--- config.mk ---
export PLATFORM = sky130hd
export DESIGN_NAME = fp32_unpacker_flat
export DESIGN_NICKNAME = d
export VERILOG_FILES = /design/src/rtl/fp32_unpacker_if.sv /design/src/rtl/fp32_unpacker.sv /design/src/flat_wrapper.sv
export SDC_FILE = /design/constraint.sdc
export NUM_CORES = 1
export LEC_CHECK = 0
export ABC_AREA = 1
export ABC_CLOCK_PERIOD_IN_PS = 3500
export CORE_UTILIZATION = 50
export CTS_CLUSTER_DIAMETER = 40
export CTS_CLUSTER_SIZE = 12
export DETAILED_ROUTE_END_ITERATION = 10
export MAX_ROUTING_LAYER = met4
export PLACE_DENSITY = 0.77
export SLEW_MARGIN = 5
export SYNTH_ARGS = -nofsm -noshare
export SYNTH_HDL_FRONTEND = slang
export SYNTH_SLANG_ARGS = --single-unit
export TNS_END_PERCENT = 20
--- constraint.sdc ---
create_clock -name clk -period 3.5 [get_ports clk]
set_clock_uncertainty 0.2 [all_clocks]
set_input_delay 0.35 -clock clk [delete_from_list [all_inputs] [get_ports clk]]
set_output_delay 0.35 -clock clk [all_outputs]
set_load 0.01 [all_outputs]
--- src/rtl/fp32_unpacker_if.sv ---
// Operand/result bundle for fp32_unpacker.
//   valid_i, data_i        : binary32 operand and its strobe (producer -> unpacker)
//   valid_o, result_o      : Q2.30 result and its strobe (unpacker -> consumer)
//   sign_o, is_special_o,
//   overflow_o, invalid_o  : status flags travelling with result_o
interface fp32_unpacker_if;
   logic        valid_i;
   logic [31:0] data_i;
   logic        valid_o;
   logic [31:0] result_o;
   logic        sign_o;
   logic        is_special_o;
   logic        overflow_o;
   logic        invalid_o;

   // Producer/consumer side (drives operands, observes results)
   modport master (
      output valid_i, data_i,
      input  valid_o, result_o, sign_o, is_special_o, overflow_o, invalid_o
   );

   // Unpacker side
   modport slave (
      input  valid_i, data_i,
      output valid_o, result_o, sign_o, is_special_o, overflow_o, invalid_o
   );
endinterface

--- src/rtl/fp32_unpacker.sv ---
// IEEE-754 binary32 to Q2.30 fixed-point converter, one register stage.
//   clk, rst      : rising-edge clock, synchronous active-high reset
//   bus (slave)   : valid_i/data_i operand in; valid_o/result_o plus
//                   sign_o, is_special_o, overflow_o, invalid_o out
// Result truncates toward zero, saturates on |x| >= 2.0 (exact -2.0 is
// representable), and forces 0 with invalid_o on NaN.
module fp32_unpacker (
   input  logic             clk,
   input  logic             rst,
   fp32_unpacker_if.slave   bus
);

   localparam int unsigned DATA_W = 32;
   localparam int unsigned EXP_W  = 8;
   localparam int unsigned FRAC_W = 23;
   localparam int unsigned SH_W   = 5;

   localparam logic [DATA_W-1:0] POS_SAT  = 32'h7FFF_FFFF;
   localparam logic [DATA_W-1:0] NEG_SAT  = 32'h8000_0000;
   localparam logic [DATA_W-1:0] POS_ONE  = 32'h3F80_0000;
   localparam logic [DATA_W-1:0] NEG_ONE  = 32'hBF80_0000;
   localparam logic [DATA_W-1:0] NEG_TWO  = 32'hC000_0000;

   logic              sign_c;
   logic [EXP_W-1:0]  exp_c;
   logic [FRAC_W-1:0] frac_c;
   logic [DATA_W-1:0] sig_c;
   logic [SH_W-1:0]   rsh_c;
   logic [DATA_W-1:0] mag_c;
   logic              is_nan_c;
   logic              is_big_c;
   logic              is_neg2_c;
   logic [DATA_W-1:0] conv_c;

   logic              valid_q,   valid_d;
   logic [DATA_W-1:0] result_q,  result_d;
   logic              sign_q,    sign_d;
   logic              special_q, special_d;
   logic              ovf_q,     ovf_d;
   logic              inv_q,     inv_d;

   // Field decode and barrel shift of the significand
   always_comb begin
      sign_c = bus.data_i[31];
      exp_c  = bus.data_i[30:23];
      frac_c = bus.data_i[22:0];
      // Hidden bit only for normals, so denormals/zero collapse to 0 below
      sig_c  = {8'd0, (exp_c != 8'd0), frac_c};
      // 120 - E for E in 97..119; 120 mod 32 = 24, so low 5 bits suffice
      rsh_c  = SH_W'(5'd24 - exp_c[4:0]);
      mag_c  = '0;
      if (exp_c >= 8'd120 && exp_c <= 8'd127) begin
         // E - 120 is exactly exp[2:0] over this range
         mag_c = sig_c << exp_c[2:0];
      end else if (exp_c >= 8'd97 && exp_c < 8'd120) begin
         mag_c = sig_c >> rsh_c;
      end

      is_nan_c  = (exp_c == 8'hFF) && (frac_c != '0);
      is_big_c  = (exp_c >= 8'd128);
      is_neg2_c = (bus.data_i == NEG_TWO);

      if (is_nan_c) begin
         conv_c = '0;
      end else if (is_neg2_c) begin
         conv_c = NEG_SAT;
      end else if (is_big_c) begin
         conv_c = sign_c ? NEG_SAT : POS_SAT;
      end else begin
         conv_c = sign_c ? (~mag_c + 32'd1) : mag_c;
      end
   end

   // Output register next-state: load on valid_i, otherwise hold
   always_comb begin
      valid_d   = bus.valid_i;
      result_d  = result_q;
      sign_d    = sign_q;
      special_d = special_q;
      ovf_d     = ovf_q;
      inv_d     = inv_q;
      if (bus.valid_i) begin
         result_d  = conv_c;
         sign_d    = sign_c;
         special_d = (bus.data_i == POS_ONE) || (bus.data_i == NEG_ONE);
         ovf_d     = is_big_c && !is_nan_c && !is_neg2_c;
         inv_d     = is_nan_c;
      end
   end

   // Output register, reset wins over a concurrent operand
   always_ff @(posedge clk) begin
      if (rst) begin
         valid_q   <= 1'b0;
         result_q  <= '0;
         sign_q    <= 1'b0;
         special_q <= 1'b0;
         ovf_q     <= 1'b0;
         inv_q     <= 1'b0;
      end else begin
         valid_q   <= valid_d;
         result_q  <= result_d;
         sign_q    <= sign_d;
         special_q <= special_d;
         ovf_q     <= ovf_d;
         inv_q     <= inv_d;
      end
   end

   assign bus.valid_o      = valid_q;
   assign bus.result_o     = result_q;
   assign bus.sign_o       = sign_q;
   assign bus.is_special_o = special_q;
   assign bus.overflow_o   = ovf_q;
   assign bus.invalid_o    = inv_q;

endmodule

--- src/flat_wrapper.sv ---
// flat-port wrapper written by rule: the top's interface ports become plain ports
module fp32_unpacker_flat 
  (clk, rst, bus_valid_i, bus_data_i, bus_valid_o, bus_result_o, bus_sign_o, bus_is_special_o, bus_overflow_o, bus_invalid_o);
  fp32_unpacker_if bus_i ();
  input  logic clk;
  input  logic rst;
  input wire logic [$bits(bus_i.valid_i)-1:0] bus_valid_i;
  input wire logic [$bits(bus_i.data_i)-1:0] bus_data_i;
  output wire logic [$bits(bus_i.valid_o)-1:0] bus_valid_o;
  output wire logic [$bits(bus_i.result_o)-1:0] bus_result_o;
  output wire logic [$bits(bus_i.sign_o)-1:0] bus_sign_o;
  output wire logic [$bits(bus_i.is_special_o)-1:0] bus_is_special_o;
  output wire logic [$bits(bus_i.overflow_o)-1:0] bus_overflow_o;
  output wire logic [$bits(bus_i.invalid_o)-1:0] bus_invalid_o;
  assign bus_i.valid_i = bus_valid_i;
  assign bus_i.data_i = bus_data_i;
  assign bus_valid_o = bus_i.valid_o;
  assign bus_result_o = bus_i.result_o;
  assign bus_sign_o = bus_i.sign_o;
  assign bus_is_special_o = bus_i.is_special_o;
  assign bus_overflow_o = bus_i.overflow_o;
  assign bus_invalid_o = bus_i.invalid_o;
  fp32_unpacker u_core (.clk(clk), .rst(rst), .bus(bus_i));
endmodule
==> impl_metrics.csv <==
group,metric,value,unit
outcome,status,"finished clean",
yosys,syn_nets,969,
yosys,synth_xor_xnor_area_share,0.825,%
critical_path,startpoint,"bus_data_i[23]",
yosys,top_area_cell,"nand2_1",
yosys,ys_seq_share,14.8,%
drt,postRouteAntennaNets,0,
critical_path,r2r_start,"u_core.bus.result_o[19]",
critical_path,r2r.worst_path.cells,2,
finish,nNonClkBuffers,194,
run,max_cap_viol_count,0,
timing,finalCritPeriodShare,94.5,%
critical_path,rr_endpoint,"u_core.bus.result_o[19]",
finish,antenna_cells,0,
yosys,synth.distinct_cells,47,
yosys,ys_chip_area,0.00500,mm^2
critical_path,crit_type,"in -> reg",
finish,drive_gt1_share,19.7,%
timing,timing.final.hold_violations,0,
timing,max_freq,302,MHz
yosys,synth.cell_area,0.00500,mm^2
finish,clock_buffers,6,
pwr,p_leak,3.43,nW
finish,final_nets,1122,
yosys,yosysMostFrequentCell,"nand2_1",
clocking,hold_buffers,0,
drt,routedWlPerCell,13.9,um
finish,multiInputCombCellCount,765,
timing,slew_headroom,67.2,%
floorplan,num_io_pins,72,
yosys,area_leaders,"nand2_1 26%, dfxtp_1 15%, nand3_1 14%",
grt,grt_max_degree,42,
critical_path,crit_chain,"clkdlybuf4s50_1 -> inv_2 -> ha_4 -> nand2_2 -> buf_4 -> nand3_1 -> nand2_2 -> inv_2 -> nor2_2 -> nand4_1 -> nand3_1 -> inv_1 -> ha_1 -> nand3_1 -> nor2_4 -> nand3_2 -> nand2_1 -> and3_1 -> o21ai_0 -> a21oi_1",
drt,drc,0,
clocking,clkTransAtPathRegs,0.07,ns
clocking,post_cts_buffers,0,
critical_path,cp_slowest_stage_delay,0.51,ns
clocking,clock_sinks,37,
floorplan,die_w,102,um
pwr,worst_ir_drop_vdd,0.223,mV
floorplan,die-area,0.0104,mm^2
clocking,cts_resized,0,
timing,setup_ws,0.192,ns
timing,worst_slew_pin_slew,0.487,ns
place,place.gp.congestion,0.990,
clocking,htree_levels,2,
hold_path,hold_end,"u_core.bus.result_o[0]",
finish,dominant_cells,"logic gates",
yosys,synthTopLogicFamily,"simple AND/OR/NAND/NOR gates",
yosys,synthesis.yosys.warnings,0,
yosys,synthArstFlopShare,0,%
floorplan,floorplanUtilization,51.4,%
critical_path,rrSetupSlack,2.65,ns
clocking,clock_path_buffers,2,
yosys,common_cells,"348 x nand2_1, 135 x nand3_1, 63 x nor2_1",
timing,min_period,3.31,ns
floorplan,fp.dieH,102,um
## worst max path at each step
stage | to
finish | u_core.bus.result_o[18]
global route | u_core.bus.result_o[28]
CTS | u_core.bus.result_o[18]
detailed placement | u_core.bus.result_o[16]
global placement | u_core.bus.result_o[16]
floorplan | u_core.bus.result_o[16]
## per-stage QoR
step | hold slack (ns) | power (W) | util, % | setup TNS (ns) | instance area (um^2)
floorplan | 0.249 | 0.00104 | - | 0 | 5000
detailed placement | 0.254 | 0.00139 | 67.5 | -2.35 | 6570
global placement | 0.253 | 0.00139 | 67.5 | -0.991 | 6570
finish | 0.266 | 0.00170 | 68.9 | 0 | 6700
global route | 0.283 | 0.00183 | 68.9 | -0.0104 | 6700
CTS | 0.265 | 0.00168 | 68.4 | 0 | 6650
## layout by cell type, fill, tap and decap left out, types with 3 or more instances in the layout
cell             netlist  final
dfxtp_1               37     37
inv_2                 16     15
inv_1                 60     60
nor3_1                 8      8
a31oi_1                4      4
nand2_2               20     21
nand3_1              135    134
nor2_2                 9      8
a21oi_1               45     43
nand2_1              348    347
o21ai_1               19     20
a21oi_2                5      7
clkdlybuf4s50_1        0     71
nand4_1               23     23
o21ai_0               29     28
buf_12                 0      5
nor4_1                 6      6
nor2_1                63     62
nand3_2                8      9
nor2_4                 9     11
clkbuf_8               0      5
buf_4                  6    115
a22oi_1                3      3
and2_1                 5      5
ha_1                   5      4
## routing by layer
metal	vias to the layer above	track usage [%]	wire length [um]
li1	3345	-	-
met1	2930	44.1	7660
met2	234	55.7	7610
met3	28	6.16	1260
met4	0	8.13	359
met5	-	-	0
## power breakdown
part	internal (W)	switching (W)
combinational	0.000404	0.000541
clock	0.000138	0.000155
sequential	0.000451	0.0000154
total	0.000994	0.000711
### Cell classes on the final placement

Scale bar: 20 um.
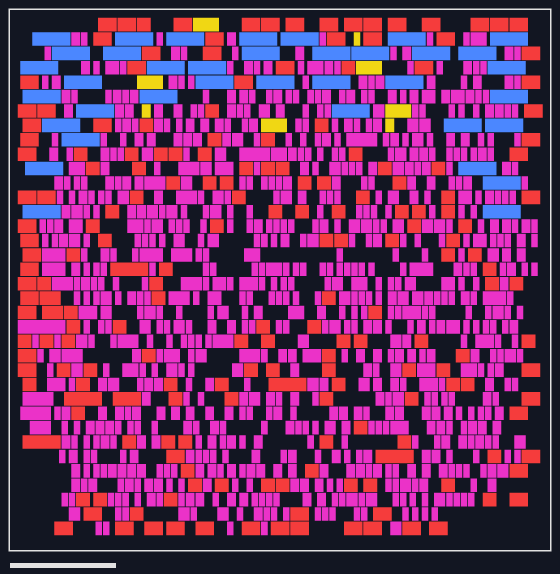
remaining buffers and delay cells: in red, cells 194. registers: in blue, cells 37. remaining logic cells: in magenta, cells 844. clock drivers and dummy loads: in yellow, cells 8.
Seq area share: 11.0%
Cell Rows: 36
core area: 0.00973 mm^2

### Clock wires, drivers and flops

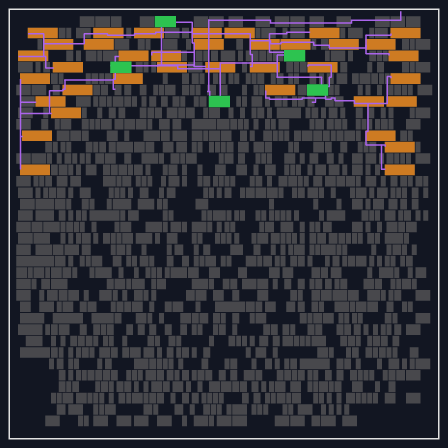
flip-flops: in orange, count 37. clock-net drivers: in green, count 5. clock wires: in purple, length 495 um.
Position of the flops: a band across the top.
Clock power frac: 17.2%
P_clk: 0.000293 W
clk latency late pin: 0.29 ns

### Wiring by layer

Scale bar: 20 um. Two of the layers only.
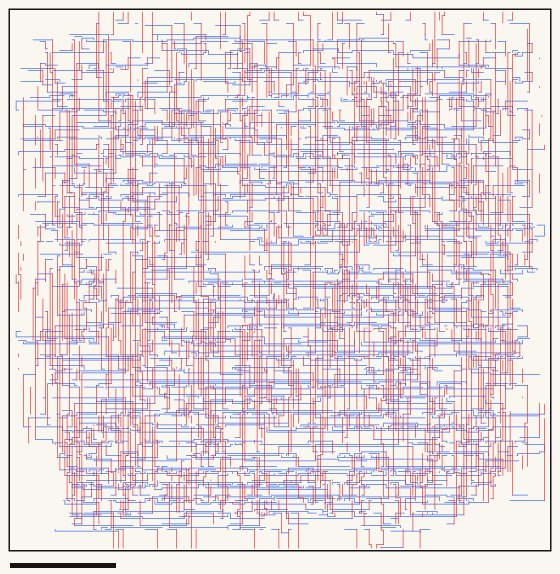
M1: in blue, wire length 7660 um. M2: in red, wire length 7610 um.
total wire length: 16900 um
GRT Util Overall: 34.3%

### Floorplan with the power grid

Scale bar: 20 um. Pins as bars on the die edge. Tap cells in gray.
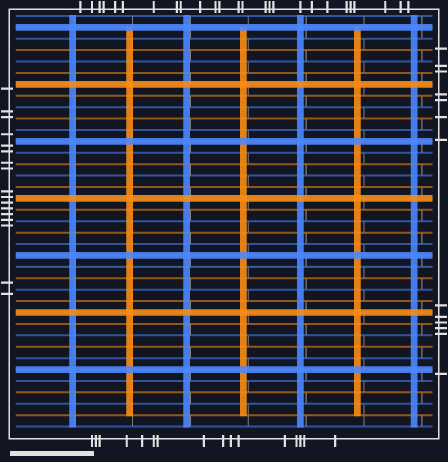
VSS: in blue. VDD: in orange.
7 straps on met5. 7 straps on met4. 72 signal pins sit on the boundary. The core has 36 rows.

### Placed standard cells

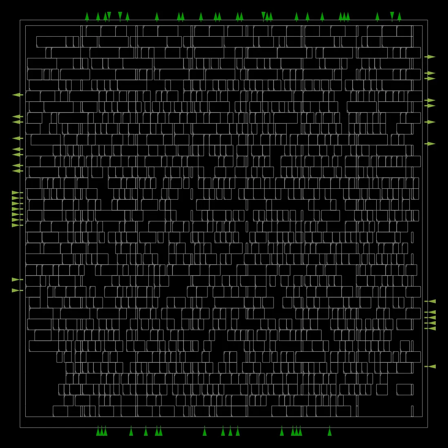
Post-Layout Cell Count: 1216
# fillers: 966
flop count: 37

Power and IR drop assume default switching activity.
